**config.mk**
```make
export PLATFORM = sky130hd
export DESIGN_NAME = ex_muldiv_unit
export DESIGN_NICKNAME = d
export VERILOG_FILES = /design/src/rtl/ex_muldiv_unit.sv
export SDC_FILE = /design/constraint.sdc
export NUM_CORES = 1
export LEC_CHECK = 0
export ABC_AREA = 0
export ABC_CLOCK_PERIOD_IN_PS = 4800
export CAP_MARGIN = 15
export CORE_MARGIN = 5
export CORE_UTILIZATION = 50
export CTS_CLUSTER_SIZE = 20
export DETAILED_ROUTE_END_ITERATION = 8
export PLACE_DENSITY = 0.73
export SETUP_SLACK_MARGIN = 0.15
export SLEW_MARGIN = 20
export SYNTH_ARGS = -nofsm -noshare
export SYNTH_HDL_FRONTEND = slang
export SYNTH_SLANG_ARGS = --single-unit
```
**constraint.sdc**
```tcl
create_clock -name clk -period 4.8 [get_ports clk]
set_input_delay 1.2 -clock clk [delete_from_list [all_inputs] [get_ports clk]]
set_output_delay 1.2 -clock clk [all_outputs]
set_load 0.02 [all_outputs]
```
**src/rtl/ex_muldiv_unit.sv**
```systemverilog
// Iterative radix-2 multiply/divide unit producing HI/LO results (MULTU/MULT/DIVU/DIV).
// Define MULDIV_DIV_EN to build the divider datapath; otherwise divide ops complete at once as zero.
module ex_muldiv_unit (
    input  logic        clk,
    input  logic        reset,
    input  logic        start_in,
    input  logic [1:0]  op_in,
    input  logic [31:0] operand_a_in,
    input  logic [31:0] operand_b_in,
    input  logic        flush_in,
    output logic        busy_out,
    output logic        stall_out,
    output logic        done_out,
    output logic [31:0] hi_out,
    output logic [31:0] lo_out,
    output logic        div_by_zero_out
);

    typedef enum logic [1:0] {
        StIdle,
        StMul,
`ifdef MULDIV_DIV_EN
        StDiv,
`endif
        StDone
    } state_e;

    state_e      state_q, state_d;
    logic [5:0]  count_q, count_d;
    logic [63:0] acc_q, acc_d;
    logic [31:0] b_q, b_d;
    logic        neg_lo_q, neg_lo_d;
    logic [31:0] hi_q, hi_d;
    logic [31:0] lo_q, lo_d;
    logic        dbz_q, dbz_d;

    logic        accept;
    logic        a_neg, b_neg;
    logic [31:0] a_mag, b_mag;
    logic [32:0] mul_sum;
    logic [63:0] mul_next;
    logic [63:0] mul_res;

`ifdef MULDIV_DIV_EN
    logic        neg_hi_q, neg_hi_d;
    logic [32:0] div_shift;
    logic [33:0] div_diff;
    logic [63:0] div_next;
    logic [31:0] quo_res, rem_res;
`endif

    assign accept = start_in && !flush_in && (state_q == StIdle || state_q == StDone);

    always_comb begin
        a_neg = op_in[0] && operand_a_in[31];
        b_neg = op_in[0] && operand_b_in[31];
        a_mag = a_neg ? (32'd0 - operand_a_in) : operand_a_in;
        b_mag = b_neg ? (32'd0 - operand_b_in) : operand_b_in;
    end

    // acc holds {partial product, remaining multiplier bits}
    always_comb begin
        mul_sum  = {1'b0, acc_q[63:32]} + (acc_q[0] ? {1'b0, b_q} : 33'd0);
        mul_next = {mul_sum, acc_q[31:1]};
        mul_res  = neg_lo_q ? (64'd0 - acc_q) : acc_q;
    end

`ifdef MULDIV_DIV_EN
    // acc holds {partial remainder, dividend bits being shifted into quotient}
    always_comb begin
        div_shift = {acc_q[63:32], acc_q[31]};
        div_diff  = {1'b0, div_shift} - {2'b00, b_q};
        div_next  = div_diff[33] ? {div_shift[31:0], acc_q[30:0], 1'b0}
                                 : {div_diff[31:0], acc_q[30:0], 1'b1};
        quo_res   = neg_lo_q ? (32'd0 - acc_q[31:0]) : acc_q[31:0];
        rem_res   = neg_hi_q ? (32'd0 - acc_q[63:32]) : acc_q[63:32];
    end
`endif

    always_comb begin
        state_d  = state_q;
        count_d  = count_q;
        acc_d    = acc_q;
        b_d      = b_q;
        neg_lo_d = neg_lo_q;
        hi_d     = hi_q;
        lo_d     = lo_q;
        dbz_d    = dbz_q;
`ifdef MULDIV_DIV_EN
        neg_hi_d = neg_hi_q;
`endif

        if (flush_in) begin
            state_d = StIdle;
            count_d = 6'd0;
        end else begin
            case (state_q)
                StMul: begin
                    if (count_q == 6'd32) begin
                        hi_d    = mul_res[63:32];
                        lo_d    = mul_res[31:0];
                        dbz_d   = 1'b0;
                        state_d = StDone;
                    end else begin
                        acc_d   = mul_next;
                        count_d = count_q + 6'd1;
                    end
                end
`ifdef MULDIV_DIV_EN
                StDiv: begin
                    if (count_q == 6'd32) begin
                        hi_d    = rem_res;
                        lo_d    = quo_res;
                        dbz_d   = 1'b0;
                        state_d = StDone;
                    end else begin
                        acc_d   = div_next;
                        count_d = count_q + 6'd1;
                    end
                end
`endif
                StIdle, StDone: begin
                    state_d = StIdle;
                    if (accept) begin
                        count_d  = 6'd0;
                        b_d      = b_mag;
                        acc_d    = {32'd0, a_mag};
                        neg_lo_d = a_neg ^ b_neg;
                        if (!op_in[1]) begin
                            state_d = StMul;
                        end else begin
`ifdef MULDIV_DIV_EN
                            neg_hi_d = a_neg;
                            if (operand_b_in == 32'd0) begin
                                hi_d    = operand_a_in;
                                lo_d    = 32'hFFFF_FFFF;
                                dbz_d   = 1'b1;
                                state_d = StDone;
                            end else begin
                                state_d = StDiv;
                            end
`else
                            hi_d    = 32'd0;
                            lo_d    = 32'd0;
                            dbz_d   = 1'b0;
                            state_d = StDone;
`endif
                        end
                    end
                end
                default: state_d = StIdle;
            endcase
        end
    end

    always_ff @(posedge clk or negedge reset) begin
        if (!reset) begin
            state_q  <= StIdle;
            count_q  <= 6'd0;
            acc_q    <= 64'd0;
            b_q      <= 32'd0;
            neg_lo_q <= 1'b0;
            hi_q     <= 32'd0;
            lo_q     <= 32'd0;
            dbz_q    <= 1'b0;
`ifdef MULDIV_DIV_EN
            neg_hi_q <= 1'b0;
`endif
        end else begin
            state_q  <= state_d;
            count_q  <= count_d;
            acc_q    <= acc_d;
            b_q      <= b_d;
            neg_lo_q <= neg_lo_d;
            hi_q     <= hi_d;
            lo_q     <= lo_d;
            dbz_q    <= dbz_d;
`ifdef MULDIV_DIV_EN
            neg_hi_q <= neg_hi_d;
`endif
        end
    end

    always_comb begin
`ifdef MULDIV_DIV_EN
        busy_out = (state_q == StMul) || (state_q == StDiv);
`else
        busy_out = (state_q == StMul);
`endif
        stall_out       = busy_out || accept;
        done_out        = (state_q == StDone);
        hi_out          = hi_q;
        lo_out          = lo_q;
        div_by_zero_out = dbz_q;
    end

endmodule

```
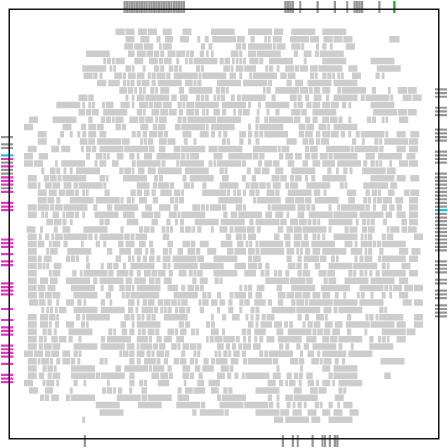
(pin placement)
Pins as bars across the die edge, other pins in grey.
legend:
  magenta:
    port: operand_b_in
    pins: 32
    direction: input
    edge: left
  cyan:
    port: op_in
    pins: 2
    direction: input
    edge: 1 left, 1 right
  green:
    port: reset
    pins: 1
    direction: input
    edge: top
all pins by edge: 49 right, 40 left, 39 top, 10 bottom
Port Buf Inserts: 136
height of the die: 159 µm
horizontal die size: 159 µm

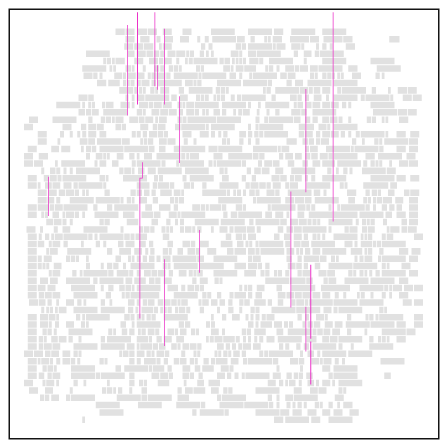
(signal wires on met4)
wire length on this layer: 494 µm
share of all routed wire: 1.6%
nets with wire on the layer: 12

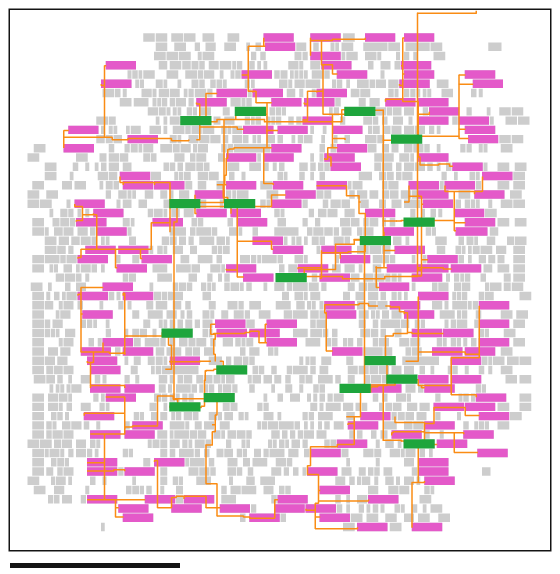
(routed clock nets over the placement)
Bar = 50 µm.
legend:
  orange:
    item: clock wires
    length: 2120 µm
  green:
    item: cells driving clock nets
    count: 17
  magenta:
    item: flip-flops
    count: 169
flops lie: all over the die
routed clock nets: 18
Clock Skews: 0.0115 ns
clock network fraction of total power: 33.4%

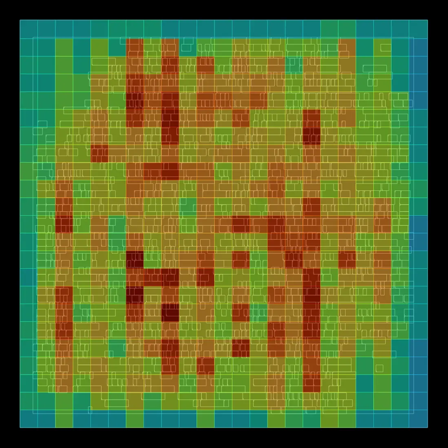
(routing congestion map)
met2 usage in global routing: 35.5%
global routing's busiest layer: met1
GRT Util Overall: 23.7%
met3 Use GR: 4.27%

==> run notes <==
The synthesis and PnR run went through. The number of antenna diodes in the final layout is 0. Sorting the Yosys area breakdown by cell type puts at the top dfrtp_1. The critical path is of the in2out type. Summed over all nets, the half-perimeter wirelength after detailed placement is 23300 µm. Area share of the leading cell type in the synthesized netlist landed at 38.1%. In the finished design, the share of the clock period the worst path needs comes to 80.6%. For this design, Yosys synthesis ends with a cell count of 1350. Number of clock sinks landed at 169. Detail-routed net length per standard cell landed at 17.7 µm.

In this run the number of H-tree levels came out at 4. Setup repair after global routing left no endpoint under its margin. Data arrives at the worst endpoint at 2.67 ns. Maximum buffer depth of the clock tree landed at 2.

Yosys printed 0 warnings. STA classifies the critical path startpoint as an input port. Clock-pin slew reported for the worst setup and hold paths after clock tree synthesis landed at 0.07 ns. Detail-routed via count per cell landed at 5.87. The worst path in the final design needs a cycle of 3.87 ns, including I/O delays and setup. Data required time of the critical path landed at 3.60 ns. Row generation in the floorplan step produced 54 rows. The most used flip-flop cell after synthesis is dfrtp_1. Final standard cell area without fillers landed at 13300 µm². Global-route wire length before repair landed at 50300 µm.

Post-synthesis, Yosys gives the total cell area as 11100 µm². For this design, the CTS-stage hold fixing added 0 buffers. Looking at the max-slew report, the worst-margin pin has a slew of 1.04 ns. Via count of the first global-routing pass landed at 9561. The tree is rooted in a clkbuf_16. Number of detailed-route iterations in the first pass landed at 6. For this run the top cell type by instance count after synthesis was nand2_1. In this build the clock could be raised as far as 0.259 GHz. The worst hold path belongs to the class reg2reg. The worst setup path is captured at a primary output.

The count of nets left with antenna violations once routing finished came out at 0. In this run the mean area of a mapped cell was 8.23 µm². After routing, the total negative slack on setup checks comes to 0 ns. Number of endpoints failing setup at the final stage landed at 0.

Entering global routing, the biggest net connects 84 pins. Floorplan net count landed at 1458. Number of placed I/O pins landed at 138. Buffers added to address setup during post-CTS repair amount to 0. The flow ran to the end, and the final reports show no timing, DRC or antenna violations.
cell families after synthesis:
| logic type | Yosys count | synth area share [%] |
|---|---|---|
| other | 1 | 0.0338 |
| multiplexers | 9 | 0.811 |
| AND-OR/OR-AND | 408 | 21.6 |
| adder cells (fa/ha/maj) | 38 | 4.35 |
| AND/OR/NAND/NOR | 479 | 20.2 |
| buffers and inverters | 99 | 3.39 |
| XOR/XNOR | 147 | 11.6 |
| flip-flops | 169 | 38.1 |
critical path: stages:
cell and delay (ns):
clkdlybuf4s50_1 0.45, nor2b_1 0.25, nand2b_2 0.09, nand2b_1 0.07, clkdlybuf4s50_1 0.60
cell usage in the layout (no fill, tap or decap), types with 14 or more instances in the layout:
cell | synthesis | routed
o31ai_1 | 37 | 37
nand2_1 | 215 | 215
nor2_1 | 73 | 73
xor2_1 | 98 | 98
and2_1 | 35 | 35
or4_1 | 15 | 15
or3_1 | 21 | 21
dfrtp_1 | 169 | 168
o21ai_0 | 170 | 170
o21ai_1 | 34 | 34
clkbuf_16 | 0 | 17
a21oi_1 | 77 | 77
o41ai_1 | 14 | 14
a31oi_1 | 14 | 14
nor3_1 | 26 | 26
inv_1 | 20 | 20
nand3_1 | 35 | 35
clkdlybuf4s50_1 | 0 | 135
xnor2_1 | 49 | 49
ha_1 | 37 | 37
a21o_1 | 14 | 14
flip-flops by register name, indices dropped and copies added, names as in the netlist:
signal    cells
count_q       6
hi_out       32
lo_out       32
b_q          32
state_q       2
neg_lo_q      1
acc_q        64
worst paths after layout:
check                           depth (start not counted)  slack (ns)  startpoint         end
worst min-delay path                                    2        0.47     b_q[31]     b_q[31]
worst max register to register                         10        1.27    acc_q[0]   acc_q[58]
min in group asynchronous                               1        0.75       reset  lo_out[13]
max in group asynchronous                               2        3.11       reset  state_q[1]
worst min register to register                          2        0.47     b_q[31]     b_q[31]
worst max-delay path                                    5        0.93    start_in   stall_out
stage by stage:
stage	cells	hold WS, ns	worst slack (ns)
floorplan	1350	0.430	1.59
global placement	1700	0.453	0.812
detailed placement	1700	0.461	0.736
CTS	1732	0.477	0.934
global route	1732	0.488	0.867
finish	1732	0.469	0.933
layout make-up:
class | count | area [µm²]
Clock buffer | 19 | 453
Clock inverter | 13 | 165
Fill cell | 1971 | 8570
Inverter | 20 | 75.1
Multi-Input combinational cell | 1082 | 6510
Sequential cell | 169 | 4230
Tap cell | 280 | 350
Timing Repair Buffer | 149 | 1470
power breakdown:
| part | internal, mW | switching, mW | leakage (nW) |
|---|---|---|---|
| logic | 0.448 | 0.643 | 2.96 |
| clock network | 0.851 | 0.601 | 0.298 |
| registers | 1.57 | 0.240 | 2.25 |
| total | 2.87 | 1.48 | 5.51 |
per-layer routing:
metal / vias up / wire length (µm) / track usage, %
met3: 36 / 1950 / 4.27
met4: 0 / 493 / 6.17
li1: 4961 / - / -
met5: - / 0 / 0
met2: 338 / 13400 / 35.5
met1: 4825 / 14800 / 35.5
Power and IR drop assume default switching activity.
